<file path="src/rtl/dcache_pkg.sv">
// Shared types and address-field geometry for the direct-mapped write-back data cache.
// Sizes come from the DRAM/DCACHE macros when the build defines them.
`ifndef DRAM_WORD_SIZE
`define DRAM_WORD_SIZE 32
`endif
`ifndef DRAM_BLOCK_SIZE
`define DRAM_BLOCK_SIZE 4
`endif
`ifndef DCACHE_INDEX
`define DCACHE_INDEX 4
`endif

package dcache_pkg;
    localparam int ADDR_WIDTH  = 32;
    localparam int WORD_SIZE   = `DRAM_WORD_SIZE;
    localparam int BLOCK_SIZE  = `DRAM_BLOCK_SIZE;
    localparam int INDEX_BITS  = `DCACHE_INDEX;
    localparam int NUM_LINES   = 2 ** INDEX_BITS;
    localparam int OFFSET_BITS = $clog2(BLOCK_SIZE);
    localparam int OFFSET_LSB  = 2;
    localparam int INDEX_LSB   = OFFSET_LSB + OFFSET_BITS;
    localparam int TAG_LSB     = INDEX_LSB + INDEX_BITS;
    localparam int TAG_BITS    = ADDR_WIDTH - TAG_LSB;

    typedef logic [WORD_SIZE-1:0]   word_t;
    typedef word_t [BLOCK_SIZE-1:0] block_t;
    typedef logic [TAG_BITS-1:0]    tag_t;
    typedef logic [INDEX_BITS-1:0]  index_t;
    typedef logic [OFFSET_BITS-1:0] offset_t;

    typedef enum logic [1:0] {
        IDLE,
        WRITEBACK,
        ALLOCATE
    } state_t;
endpackage

</file>
<file path="src/rtl/dcache_if.sv">
// CPU, data-SRAM and DRAM signal bundle of the data cache controller.
// master = the controller, slave = the pipeline/SRAM/DRAM surroundings.
interface dcache_if;
    import dcache_pkg::*;

    logic                  cpu_req;
    logic                  cpu_we;
    logic [ADDR_WIDTH-1:0] cpu_addr;
    word_t                 cpu_wdata;
    word_t                 cpu_rdata;
    logic                  cpu_ready;
    index_t                sram_index;
    logic                  sram_we;
    block_t                sram_wdata;
    block_t                sram_rdata;
    logic                  mem_req;
    logic                  mem_we;
    logic [ADDR_WIDTH-1:0] mem_addr;
    block_t                mem_wdata;
    block_t                mem_rdata;
    logic                  mem_ack;

    modport master (
        input  cpu_req, cpu_we, cpu_addr, cpu_wdata, sram_rdata, mem_rdata, mem_ack,
        output cpu_rdata, cpu_ready, sram_index, sram_we, sram_wdata,
               mem_req, mem_we, mem_addr, mem_wdata
    );

    modport slave (
        output cpu_req, cpu_we, cpu_addr, cpu_wdata, sram_rdata, mem_rdata, mem_ack,
        input  cpu_rdata, cpu_ready, sram_index, sram_we, sram_wdata,
               mem_req, mem_we, mem_addr, mem_wdata
    );
endinterface

</file>
<file path="src/rtl/dcache_tag_store.sv">
// Tag, valid and dirty arrays: asynchronous read of one line, synchronous update.
// Tags are not reset; a line is only trusted once its valid bit is set by a fill.
module dcache_tag_store
    import dcache_pkg::*;
(
    input  logic   clock,
    input  logic   reset,
    input  index_t i_index,
    input  logic   i_fill,
    input  tag_t   i_fillTag,
    input  logic   i_setDirty,
    input  logic   i_clrDirty,
    output tag_t   o_tag,
    output logic   o_valid,
    output logic   o_dirty
);
    tag_t                 r_tag [NUM_LINES];
    logic [NUM_LINES-1:0] r_valid;
    logic [NUM_LINES-1:0] r_dirty;

    always_ff @(posedge clock) begin
        if (reset) begin
            r_valid <= '0;
            r_dirty <= '0;
        end else if (i_fill) begin
            r_tag[i_index]   <= i_fillTag;
            r_valid[i_index] <= 1'b1;
            r_dirty[i_index] <= 1'b0;
        end else if (i_setDirty) begin
            r_dirty[i_index] <= 1'b1;
        end else if (i_clrDirty) begin
            r_dirty[i_index] <= 1'b0;
        end
    end

    assign o_tag   = r_tag[i_index];
    assign o_valid = r_valid[i_index];
    assign o_dirty = r_dirty[i_index];
endmodule

</file>
<file path="src/rtl/dcache_controller.sv">
// Direct-mapped write-allocate write-back data cache sequencer.
// Hits complete combinationally in IDLE; misses run writeback/allocate over the DRAM port.
module dcache_controller
    import dcache_pkg::*;
(
    input  logic clock,
    input  logic reset,
    dcache_if.master bus
);
    state_t                r_state;
    logic                  r_memReq;
    logic                  r_memWe;
    logic [ADDR_WIDTH-1:0] r_memAddr;
    block_t                r_memWdata;

    tag_t    w_reqTag;
    tag_t    w_storedTag;
    index_t  w_index;
    offset_t w_offset;
    logic    w_valid;
    logic    w_dirty;
    logic    w_hit;
    logic    w_ackSeen;
    logic    w_fill;
    logic    w_setDirty;
    logic    w_clrDirty;
    logic    w_cpuReady;
    word_t   w_cpuRdata;
    logic    w_sramWe;
    block_t  w_sramWdata;
    block_t  w_merged;

    assign w_reqTag  = bus.cpu_addr[ADDR_WIDTH-1:TAG_LSB];
    assign w_index   = bus.cpu_addr[TAG_LSB-1:INDEX_LSB];
    assign w_offset  = bus.cpu_addr[INDEX_LSB-1:OFFSET_LSB];
    assign w_hit     = w_valid && (w_storedTag == w_reqTag);
    assign w_ackSeen = bus.mem_ack && r_memReq;

    dcache_tag_store u_tagStore (
        .clock      (clock),
        .reset      (reset),
        .i_index    (w_index),
        .i_fill     (w_fill),
        .i_fillTag  (w_reqTag),
        .i_setDirty (w_setDirty),
        .i_clrDirty (w_clrDirty),
        .o_tag      (w_storedTag),
        .o_valid    (w_valid),
        .o_dirty    (w_dirty)
    );

    always_comb begin
        w_merged           = bus.sram_rdata;
        w_merged[w_offset] = bus.cpu_wdata;
    end

    // Same-cycle responses; gated by reset so a stale ack or hit cannot touch the SRAM.
    always_comb begin
        w_cpuReady  = 1'b0;
        w_cpuRdata  = '0;
        w_sramWe    = 1'b0;
        w_sramWdata = '0;
        w_fill      = 1'b0;
        w_setDirty  = 1'b0;
        w_clrDirty  = 1'b0;
        if (!reset) begin
            case (r_state)
                IDLE: begin
                    if (bus.cpu_req && w_hit) begin
                        w_cpuReady = 1'b1;
                        if (bus.cpu_we) begin
                            w_sramWe    = 1'b1;
                            w_sramWdata = w_merged;
                            w_setDirty  = 1'b1;
                        end else begin
                            w_cpuRdata = bus.sram_rdata[w_offset];
                        end
                    end
                end
                WRITEBACK: w_clrDirty = w_ackSeen;
                ALLOCATE: begin
                    if (w_ackSeen) begin
                        w_sramWe    = 1'b1;
                        w_sramWdata = bus.mem_rdata;
                        w_fill      = 1'b1;
                    end
                end
                default: ;
            endcase
        end
    end

    // The DRAM request is registered so it stays stable until acknowledged.
    always_ff @(posedge clock) begin
        if (reset) begin
            r_state    <= IDLE;
            r_memReq   <= 1'b0;
            r_memWe    <= 1'b0;
            r_memAddr  <= '0;
            r_memWdata <= '0;
        end else begin
            case (r_state)
                IDLE: begin
                    if (bus.cpu_req && !w_hit) begin
                        r_memReq <= 1'b1;
                        if (w_valid && w_dirty) begin
                            r_state    <= WRITEBACK;
                            r_memWe    <= 1'b1;
                            r_memAddr  <= {w_storedTag, w_index, {INDEX_LSB{1'b0}}};
                            r_memWdata <= bus.sram_rdata;
                        end else begin
                            r_state   <= ALLOCATE;
                            r_memWe   <= 1'b0;
                            r_memAddr <= {w_reqTag, w_index, {INDEX_LSB{1'b0}}};
                        end
                    end
                end
                WRITEBACK: begin
                    if (w_ackSeen) begin
                        r_state   <= ALLOCATE;
                        r_memReq  <= 1'b0;
                        r_memWe   <= 1'b0;
                        r_memAddr <= {w_reqTag, w_index, {INDEX_LSB{1'b0}}};
                    end
                end
                ALLOCATE: begin
                    if (w_ackSeen) begin
                        r_state  <= IDLE;
                        r_memReq <= 1'b0;
                    end else if (!r_memReq) begin
                        r_memReq <= 1'b1;
                    end
                end
                default: r_state <= IDLE;
            endcase
        end
    end

    assign bus.cpu_ready  = w_cpuReady;
    assign bus.cpu_rdata  = w_cpuRdata;
    assign bus.sram_index = w_index;
    assign bus.sram_we    = w_sramWe;
    assign bus.sram_wdata = w_sramWdata;
    assign bus.mem_req    = r_memReq;
    assign bus.mem_we     = r_memWe;
    assign bus.mem_addr   = r_memAddr;
    assign bus.mem_wdata  = r_memWdata;
endmodule

</file>
<file path="src/flat_wrapper.sv">
// flat-port wrapper written by rule: the top's interface ports become plain ports
module dcache_controller_flat import dcache_pkg::*;
  (clock, reset, bus_cpu_req, bus_cpu_we, bus_cpu_addr, bus_cpu_wdata, bus_sram_rdata, bus_mem_rdata, bus_mem_ack, bus_cpu_rdata, bus_cpu_ready, bus_sram_index, bus_sram_we, bus_sram_wdata, bus_mem_req, bus_mem_we, bus_mem_addr, bus_mem_wdata);
  dcache_if bus_i ();
  input  logic clock;
  input  logic reset;
  input wire logic [$bits(bus_i.cpu_req)-1:0] bus_cpu_req;
  input wire logic [$bits(bus_i.cpu_we)-1:0] bus_cpu_we;
  input wire logic [$bits(bus_i.cpu_addr)-1:0] bus_cpu_addr;
  input wire logic [$bits(bus_i.cpu_wdata)-1:0] bus_cpu_wdata;
  input wire logic [$bits(bus_i.sram_rdata)-1:0] bus_sram_rdata;
  input wire logic [$bits(bus_i.mem_rdata)-1:0] bus_mem_rdata;
  input wire logic [$bits(bus_i.mem_ack)-1:0] bus_mem_ack;
  output wire logic [$bits(bus_i.cpu_rdata)-1:0] bus_cpu_rdata;
  output wire logic [$bits(bus_i.cpu_ready)-1:0] bus_cpu_ready;
  output wire logic [$bits(bus_i.sram_index)-1:0] bus_sram_index;
  output wire logic [$bits(bus_i.sram_we)-1:0] bus_sram_we;
  output wire logic [$bits(bus_i.sram_wdata)-1:0] bus_sram_wdata;
  output wire logic [$bits(bus_i.mem_req)-1:0] bus_mem_req;
  output wire logic [$bits(bus_i.mem_we)-1:0] bus_mem_we;
  output wire logic [$bits(bus_i.mem_addr)-1:0] bus_mem_addr;
  output wire logic [$bits(bus_i.mem_wdata)-1:0] bus_mem_wdata;
  assign bus_i.cpu_req = bus_cpu_req;
  assign bus_i.cpu_we = bus_cpu_we;
  assign bus_i.cpu_addr = bus_cpu_addr;
  assign bus_i.cpu_wdata = bus_cpu_wdata;
  assign bus_i.sram_rdata = bus_sram_rdata;
  assign bus_i.mem_rdata = bus_mem_rdata;
  assign bus_i.mem_ack = bus_mem_ack;
  assign bus_cpu_rdata = bus_i.cpu_rdata;
  assign bus_cpu_ready = bus_i.cpu_ready;
  assign bus_sram_index = bus_i.sram_index;
  assign bus_sram_we = bus_i.sram_we;
  assign bus_sram_wdata = bus_i.sram_wdata;
  assign bus_mem_req = bus_i.mem_req;
  assign bus_mem_we = bus_i.mem_we;
  assign bus_mem_addr = bus_i.mem_addr;
  assign bus_mem_wdata = bus_i.mem_wdata;
  dcache_controller u_core (.clock(clock), .reset(reset), .bus(bus_i));
endmodule
</file>
<file path="config.mk">
export PLATFORM = sky130hd
export DESIGN_NAME = dcache_controller_flat
export DESIGN_NICKNAME = d
export VERILOG_FILES = /design/src/rtl/dcache_pkg.sv /design/src/rtl/dcache_if.sv /design/src/rtl/dcache_tag_store.sv /design/src/rtl/dcache_controller.sv /design/src/flat_wrapper.sv
export SDC_FILE = /design/constraint.sdc
export NUM_CORES = 1
export LEC_CHECK = 0
export ABC_AREA = 1
export CORE_ASPECT_RATIO = 1.4
export CORE_UTILIZATION = 40
export CTS_BUF_LIST = sky130_fd_sc_hd__clkbuf_16
export CTS_CLUSTER_DIAMETER = 40
export CTS_CLUSTER_SIZE = 8
export DETAILED_ROUTE_END_ITERATION = 16
export PLACE_DENSITY = 0.73
export SLEW_MARGIN = 15
export SYNTH_ARGS = -nofsm -noshare
export SYNTH_HDL_FRONTEND = slang
export SYNTH_HIERARCHICAL = 1
export SYNTH_SLANG_ARGS = --single-unit
</file>
<file path="constraint.sdc">
create_clock -name clock -period 6.9 [get_ports clock]
set_clock_uncertainty 0.1 [all_clocks]
set_input_delay 1.38 -clock clock [delete_from_list [all_inputs] [get_ports clock]]
set_output_delay 1.38 -clock clock [all_outputs]
set_load 0.1 [all_outputs]
</file>
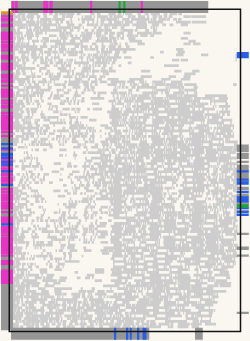
Figure 1: run 1, pin placement.
Scale: 1 px per um. Pins as bars across the die edge, other pins in gray.
port	color	pins	direction	edge
bus_sram_index	green	4	output	2 right, 2 top
bus_mem_rdata	magenta	128	input	118 left, 10 top
bus_cpu_we	orange	1	input	left
bus_mem_addr	blue	32	output	16 right, 10 left, 6 bottom
all pins by edge	234 left, 213 top, 156 bottom, 50 right

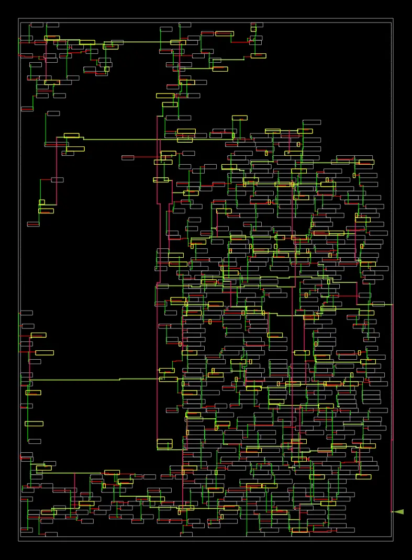
Figure 2: run 1, clock nets.
count of flip-flops and latches: 576
Clock buffer cells: 89
power in the clock group: 0.00413 W
CTS Buf Count: 88
CTS Sinks: 576

==> impl_metrics.env, run 1 <==
# physical design summary
export IMPL_hold_viol=0
export IMPL_logic_area_mm2=0.0114
export IMPL_yosys_area_mm2=0.0291
export IMPL_nNonClkBuffers=785
export IMPL_logic_gate_count=2587
export IMPL_ys_warn_count=6
export IMPL_tool_warnings=37
export IMPL_fin_tns_setup_ps=0
export IMPL_largest_register="u_core/u_tagStore/r_tag"
export IMPL_cts_hold_buffers=0
export IMPL_maxSlewViolCount=0
export IMPL_crit_buf_inv=8
export IMPL_core_util_floorplan_pct=40.5
export IMPL_power_frac_comb_pct=12.9
export IMPL_comb_share_pct=27.8
export IMPL_n_all_inverters=285
export IMPL_power_frac_clock_pct=45.9
export IMPL_area_growth_pct=41.7
export IMPL_comb_cell_power_w=0.00116
export IMPL_bufAreaShareNonClock_pct=22.7
export IMPL_dominant_cells="sequential cells"
export IMPL_vdd_ir_drop_max_mv=0.178
export IMPL_htreeDepth=3
export IMPL_nFillCells=6322
export IMPL_p_switching_w=0.00239
export IMPL_slowest_delay_ps=410
export IMPL_post_drt_wl_per_cell_um=26.2
export IMPL_yosys_cell_count_top_type="nand2_1"
export IMPL_power_leader="clock"
export IMPL_cts_tree="done"
export IMPL_use_met3_pct=8.20
export IMPL_status="complete, no violations"
export IMPL_clk_share_pct=6.64
export IMPL_rsz0062_at_grt="false"
export IMPL_largest_reg_flops=384
export IMPL_worstSetupPathType="in -> out"
export IMPL_tap_cells=944
export IMPL_cp_start_kind="input port"
export IMPL_insertedDiodeCount=9
export IMPL_p_int_w=0.00661
export IMPL_p_sw_share_pct=26.5
export IMPL_cts_path_max_buffers=3
export IMPL_grt_use_met1_pct=41.8
export IMPL_vias_per_cell=5.49
export IMPL_top_cells_by_count="1576 x nand2_1, 384 x edfxtp_1, 315 x a21oi_1"
export IMPL_post_dp_hpwl_mm=101
export IMPL_largest_area_cell="edfxtp_1"
export IMPL_grt_pass1_wl_mm=194
export IMPL_grt_max_degree=116
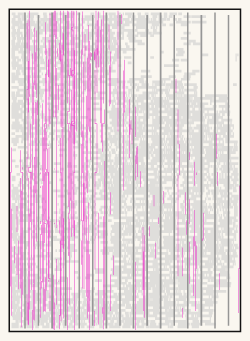
Figure 3: run 1, metal 4.
Scale: 1 px per um. Supply wires on this layer in gray.
nets with wire on the layer	159
wire length on this layer	11800 um
via count: 29300
Total Wirelength: 139 mm

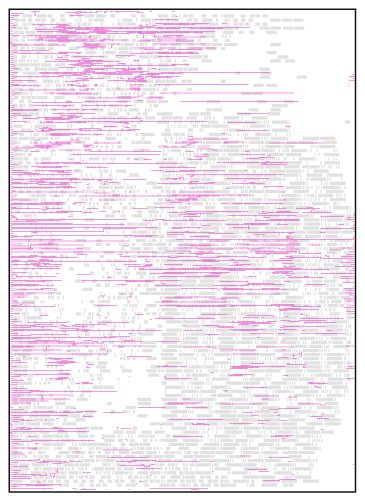
Figure 4: run 1, signal wires on met3.
Scale: 1.5 px per um.
longest straight run	127 um
main direction	horizontal
share of all routed wire	9.7%
nets with wire on the layer	742
wire length on this layer	13600 um

==> run 1: logic make-up (layout without fill, tap and decap cells) <==
| kind of cell | Yosys count | after routing | share of synthesized area, % |
|---|---|---|---|
| and+or+nand+nor | 1906 | 1906 | 26.5 |
| AOI/OAI and AO/OA | 665 | 665 | 11.8 |
| DFF | 576 | 576 | 52.9 |
| buffers and inverters | 559 | 1215 | 8.33 |
| xor gates and xnor gates | 8 | 8 | 0.241 |
| muxes | 4 | 4 | 0.155 |
| other | 1 | 13 | 0.0129 |
==> run 1: final timing paths <==
kind | from | endpoint | slack (ps) | cells after the start
setup reg to reg | u_core/u_tagStore/r_tag[8][16] | flip-flop | 3380 | 19
hold / removal | u_core/bus.mem_wdata[99] | u_core/bus.mem_wdata[99] | 340 | 2
hold reg to reg | u_core/bus.mem_wdata[99] | u_core/bus.mem_wdata[99] | 340 | 2
setup / recovery | bus_cpu_addr[4] | bus_sram_wdata[10] | 410 | 24
==> run 1: placed cells by master (no fill, tap or decap), drive strengths merged <==
cell type      instances
clkdlybuf4s50        476
clkinvlp               2
clkbuf                89
nand2               1578
o21ai                315
dfxtp                192
and2                   1
nand4                128
or2                    1
nor3                   3
conb                   4
a31oi                  1
a21oi                315
clkinv                23
diode                  9
edfxtp               384
xor2                   6
o211ai                 1
a21boi                 1
buf                  309
a221oi                23
xnor2                  2
bufinv                 6
inv                  310
mux2                   4
nand3                100
o22ai                  9
nor2                  95
==> run 1: per-stage QoR <==
stage               util [%]  setup slack (ps)  total power (W)  cell area (um2)  hold WS [ps]
CTS                     57.4               515          0.00900            41100           343
global route            57.4               144          0.00923            41100           358
finish                  57.4               406          0.00899            41200           343
detailed placement      53.6               585          0.00490            38400           335
floorplan                  -               318          0.00434            29100           328
global placement        53.6               561          0.00489            38400           332
Figure 5. Close-up of the layout (run 1).
Region (147, 216) to (197, 266) um. Cells in gray, sequential cells in the stronger gray; small squares are vias.
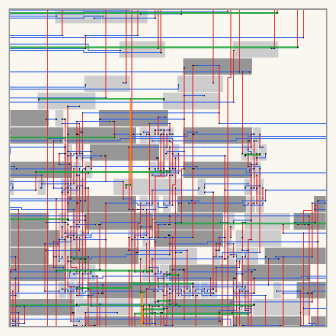

--- run 2 (diff from run 1) ---
--- a/config.mk
+++ b/config.mk
@@ -7,12 +7,12 @@
 export LEC_CHECK = 0
 export ABC_AREA = 1
 export CORE_ASPECT_RATIO = 1.4
-export CORE_UTILIZATION = 40
+export CORE_UTILIZATION = 29
 export CTS_BUF_LIST = sky130_fd_sc_hd__clkbuf_16
 export CTS_CLUSTER_DIAMETER = 40
 export CTS_CLUSTER_SIZE = 8
 export DETAILED_ROUTE_END_ITERATION = 16
-export PLACE_DENSITY = 0.73
+export PLACE_DENSITY = 0.58
 export SLEW_MARGIN = 15
 export SYNTH_ARGS = -nofsm -noshare
 export SYNTH_HDL_FRONTEND = slang
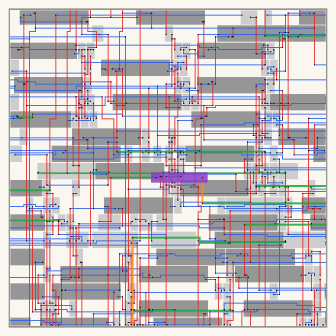
Figure 6: run 2, close-up of the layout.
Region (177, 257) to (227, 307) um. Cells in gray, sequential cells in the stronger gray; small squares are vias.
layer	color
met3	green
met1	blue
met2	red
met4	orange
met5	purple
sequential cells in the window	35
cells with their middle in the window	138
most frequent	nand2_1 (81), edfxtp_1 (35), inv_1 (10)
netlist names of flops here include	u_core/u_tagStore/r_tag (35)

==> run 2 against run 1 <==
Clock-buffer cell count rose by 7. Sequential power hardly changed. Clock power grew 6.3%. Cell area rose by 1.5%. Flip-flop count did not move. Setup slack got worse by 140 ps. Area after synthesis stayed put. First-iteration DRC count shrank 24%. Largest power group unchanged. Via count is 2.7% lower. Worst hold slack worse by 1.6 ps. Global-route usage shrank 8.9 points. Critical path depth shrank 2.
==> impl_metrics.env, run 2 <==
# physical design summary
export IMPL_status="complete, no violations"
export IMPL_tool_warnings=34
export IMPL_worstSetupPathType="in -> out"
export IMPL_use_met3_pct=7.26
export IMPL_cts_path_max_buffers=3
export IMPL_grt_pass1_wl_mm=201
export IMPL_hold_viol=0
export IMPL_comb_share_pct=27.2
export IMPL_htreeDepth=3
export IMPL_cp_start_kind="input port"
export IMPL_clk_share_pct=7.14
export IMPL_core_util_floorplan_pct=29.2
export IMPL_nFillCells=9977
export IMPL_crit_buf_inv=9
export IMPL_tap_cells=1320
export IMPL_cts_made_buffers=95
export IMPL_most_common_layout_cells="1574 x nand2_1, 473 x clkdlybuf4s50_1, 384 x edfxtp_1"
export IMPL_fin_total_pwr_w=0.00926
export IMPL_nNonClkBuffers=771
export IMPL_ff_count=576
export IMPL_post_drt_wl_per_cell_um=25.6
export IMPL_maxSlewViolCount=0
export IMPL_top_cells_by_count="1576 x nand2_1, 384 x edfxtp_1, 315 x a21oi_1"
export IMPL_routed_wl_mm=147
export IMPL_largest_area_cell="edfxtp_1"
export IMPL_logic_area_mm2=0.0114
export IMPL_yosys_area_mm2=0.0291
export IMPL_grt_max_degree=131
export IMPL_bufAreaShareNonClock_pct=22.2
export IMPL_area_growth_pct=43.7
export IMPL_vias_per_cell=4.98
export IMPL_cts_hold_buffers=0
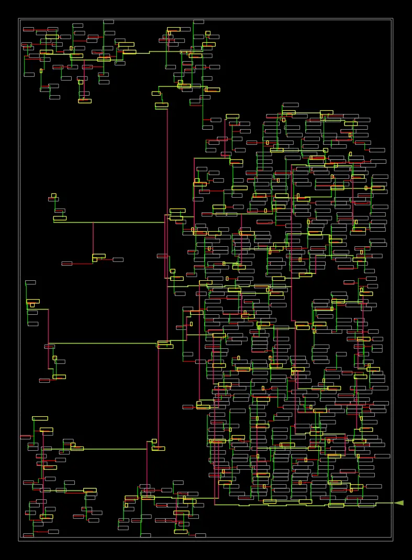
Figure 7: run 2, clock nets.
Clk Latency, worst-skew pair: 680 ps
Clock buffer cells: 96
power in the clock group: 0.00439 W

## run 2: path summary, 6_finish.rpt
check,startpoint,endpoint,slack (ps),cells after the start
setup / recovery,bus_cpu_addr[6],bus_sram_wdata[101],270,22
hold / removal,u_core/bus.mem_wdata[80],u_core/bus.mem_wdata[80],340,2
setup reg to reg,u_core/u_tagStore/r_tag[7][8],flip-flop,3410,22
hold reg to reg,u_core/bus.mem_wdata[80],u_core/bus.mem_wdata[80],340,2
## run 2: metrics by stage
step           setup WS [ps]  utilization (%)  hold WS (ps)  std cells  area (um2)
2_1_floorplan            318                -           328       3722       29100
3_3_place_gp             195             39.0           332       5539       38700
3_5_place_dp             229             39.0           336       5539       38700
4_1_cts                  201             42.0           343       5712       41700
5_1_grt                 37.5             42.0           358       5719       41700
6_report                 268             42.0           341       5727       41800
## run 2: logic make-up after synthesis
kind of cell / count (synthesis) / share of synthesized area [%]
AND-OR/OR-AND: 665 / 11.8
XOR/XNOR: 8 / 0.241
buffers and inverters: 559 / 8.33
flip-flops: 576 / 52.9
multiplexers: 4 / 0.155
other: 1 / 0.0129
AND/OR/NAND/NOR: 1906 / 26.5
## run 2: worst reg2reg max path, delay by kind of cell, from the launching register on
kind	cells	cell delay (ps)
AND/OR/NAND/NOR	17	2270
AND-OR/OR-AND	2	350
flip-flops	1	330
buffers and inverters	3	280
## run 2: report_power, final
part / internal (W) / switching (W) / leakage [nW]
Combinational: 0.000370 / 0.000802 / 9.97
Clock: 0.00270 / 0.00169 / 1.61
Sequential: 0.00369 / 0.00000644 / 5.00
## run 2: per-layer routing
layer  share of wire (%)  routed length, um
met1                  35              51400
met2                  50              72600
met3                 8.5              12500
met4                 6.6               9730
met5                0.22                329
No activity file was given, so power comes from the tool's default toggle rates.
